Fig. 1: the metal 1 layer
Scale: 3 px per um.
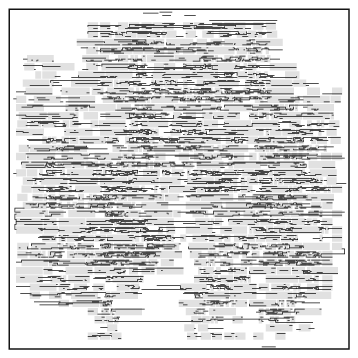
Fig. 2: M2 wires
Scale: 4 px per um.
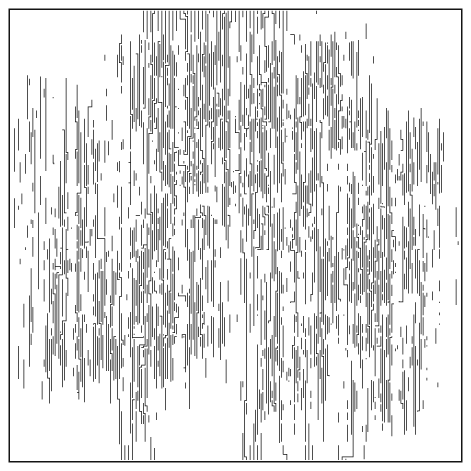
Fig. 3: the metal 3 layer
Scale: 2 px per um.
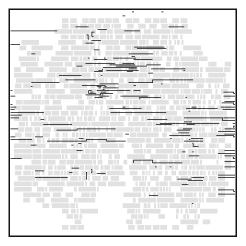
Fig. 4: signal wires on met4
Scale: 2 px per um.
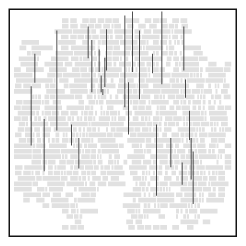
==> config.mk <==
export PLATFORM = sky130hd
export DESIGN_NAME = winner_policy_gen
export DESIGN_NICKNAME = d
export VERILOG_FILES = /design/src/rtl/winner_policy_pkg.sv /design/src/rtl/winner_policy_gen_index_modulo.sv /design/src/rtl/winner_policy_gen.sv
export SDC_FILE = /design/constraint.sdc
export NUM_CORES = 1
export LEC_CHECK = 0
export CORE_MARGIN = 1.5
export CORE_UTILIZATION = 56
export CTS_BUF_LIST = sky130_fd_sc_hd__clkbuf_8
export DETAILED_ROUTE_END_ITERATION = 8
export PLACE_DENSITY = 0.92
export SYNTH_ARGS = -nofsm -noshare
export SYNTH_HDL_FRONTEND = slang
export SYNTH_SLANG_ARGS = --single-unit
==> constraint.sdc <==
create_clock -name clock -period 6.3 [get_ports clock]
set_clock_uncertainty 0.15 [all_clocks]
set_input_delay 1.575 -clock clock [delete_from_list [all_inputs] [get_ports clock]]
set_output_delay 1.575 -clock clock [all_outputs]
set_load 0.02 [all_outputs]
==> flow_summary.toml <==
# generated from flow reports
[run_status]
status = "finished, final reports clean"

[placement]
hpwl_mm = 11.9
post-place-ws_ns = -0.0568
post_dp_cell_area_um2 = 7870
gp_congestion = 0.900
dp.cells = 884

[setup_path]
path_delay_family = "AND-OR/OR-AND gates"
cp.depth = 18
cpPeakStageDelay_ns = 0.47
reg2reg_depth = 18
cp_cell_sequence = "clkdlybuf4s50_1, ha_1, and2_0, a221o_1, a2111o_1, or3_1, and2_4, nand2_1, o21ai_0, ha_1, nand4_1, nor4_1, buf_4, a211o_1, a41oi_1, buf_4, a221o_1, o22a_1"
cp_slowest_cell = "clkdlybuf4s50_1"
critPathKind = "in -> reg"
worstPathArrival_ns = 6.19
end_kind = "register"
cp-start-kind = "primary input"
cp_max_fo = 25
cp_data_required_time_ns = 6.47
rrSetupSlack_ns = 1.51

[hold_path]
hp-class = "reg -> reg"
holdPathStages = 0

[grt]
track_usage = 0.280
grt-busiest-layer = "met2"
grt_pass1_wl_mm = 27.8
antenna_found_initial = 0
grt_pass1_vias = 5911
grt_max_degree = 87
overflow = 0

[die]
initCoreUtil = 0.583
rows = 39
chip_area_um2 = 12700
die_x_um = 113
coreArea_um2 = 11600

[clocking]
cts_tree = "built"
root_buffer = "clkbuf_8"
post-cts-setup-buffer-count = 0
cts_resized = 0
numCtsBuffers = 17
htree_levels = 4
cts_hold_buffers = 0
clkSinkCount = 126
clock_latency_ns = 0.43
clockBufferDepth = 2
clkTransAtPathRegs_ns = 0.07

[pwr]
p_leak_uw = 0.00383
top_power_group = "combinational logic"
ir_drop_mv = 0.337
power.share.clock = 0.180
pg_seq_uw = 1360
p_int_uw = 2540
p_sw_frac = 0.407
seqPwrFrac = 0.319
power_density_nw_per_um2 = 515
netSwitchingPower_uw = 1740

[route]
routedWlPerCell_um = 18.6
antenna_left = 0
drc = 0
drt_iter0_markers = 446
met3_length_mm = 1.02
met1_length_mm = 6.68
first_pass_iters = 6
vias_per_cell = 6.10
routed.top_layer = "met4"

[finish]
n_fill_cell = 790
comb_area_frac = 0.384
clk_share = 0.0520
seq_cells = 126
lay_top_cells = "dfrtp_1 (118), clkdlybuf4s50_1 (97), inv_1 (71)"
diodes = 0
combGateArea_um2 = 3190
stdcell_count = 916
seqAreaFraction = 0.381
nets = 889
syn_to_final_growth_pct = 23.0
fin_util = 0.718
logic_gates = 436
inverters = 71
lay_top_count = "dfrtp_1"

[sta]
fin_ws_ns = 0.282
hold_violations = 0
tightest_slew_ns = 1.03
fin_hold_ws_ns = 0.208
fin_crit_sh = 0.955
setup_violations = 0
rsz0062_at_grt = "false"
max_freq_mhz = 166
max_slew_margin = 0.311
slew_violations = 0
timing.final.crit_period_ns = 6.02

[yosys]
async_flop_share = 1.00
area_leaders = "dfrtp_1 (44%), ha_1 (8.5%), mux2_2 (7.5%), o21ai_0 (4.2%), inv_1 (3.9%)"
syn_avg_cell_area_um2 = 10.1
synth_area_leader_cell = "dfrtp_1"
ys_area_um2 = 6750
common_cells = "dfrtp_1 (118), inv_1 (71), nand2_1 (66), o21ai_0 (57), ha_1 (46)"
syn_nets = 795
ys_sh_adder = 0.0883
yosys-stat-cells = 666
yosys_warnings = 0
synth_cells = 666
logic_family = "AND-OR/OR-AND gates"
numSynthFlops = 126
mux_share = 0.0872
synth_seq_share = 0.469
edf_count = 0
ff_type = "dfrtp_1"

[run]
warnings = 34
About Fig. 1:
longest straight run	31.3 um
main direction	horizontal
share of all routed wire	39%
wire length on this layer	6680 um
nets with wire on the layer	807
grt met1 use: 0.328
final wirelength: 17.0 mm
via count: 5584

About Fig. 2:
nets with wire on the layer	796
longest straight run	35.4 um
GR met2 Demand/Resource: 0.487

About Fig. 3:
longest straight run	29.4 um
wire length on this layer	1020 um
GR Layer Usage met3: 0.0578

About Fig. 4:
share of all routed wire	3.4%
wire length on this layer	575 um
longest straight run	49.6 um
main direction	vertical
nets with wire on the layer	23

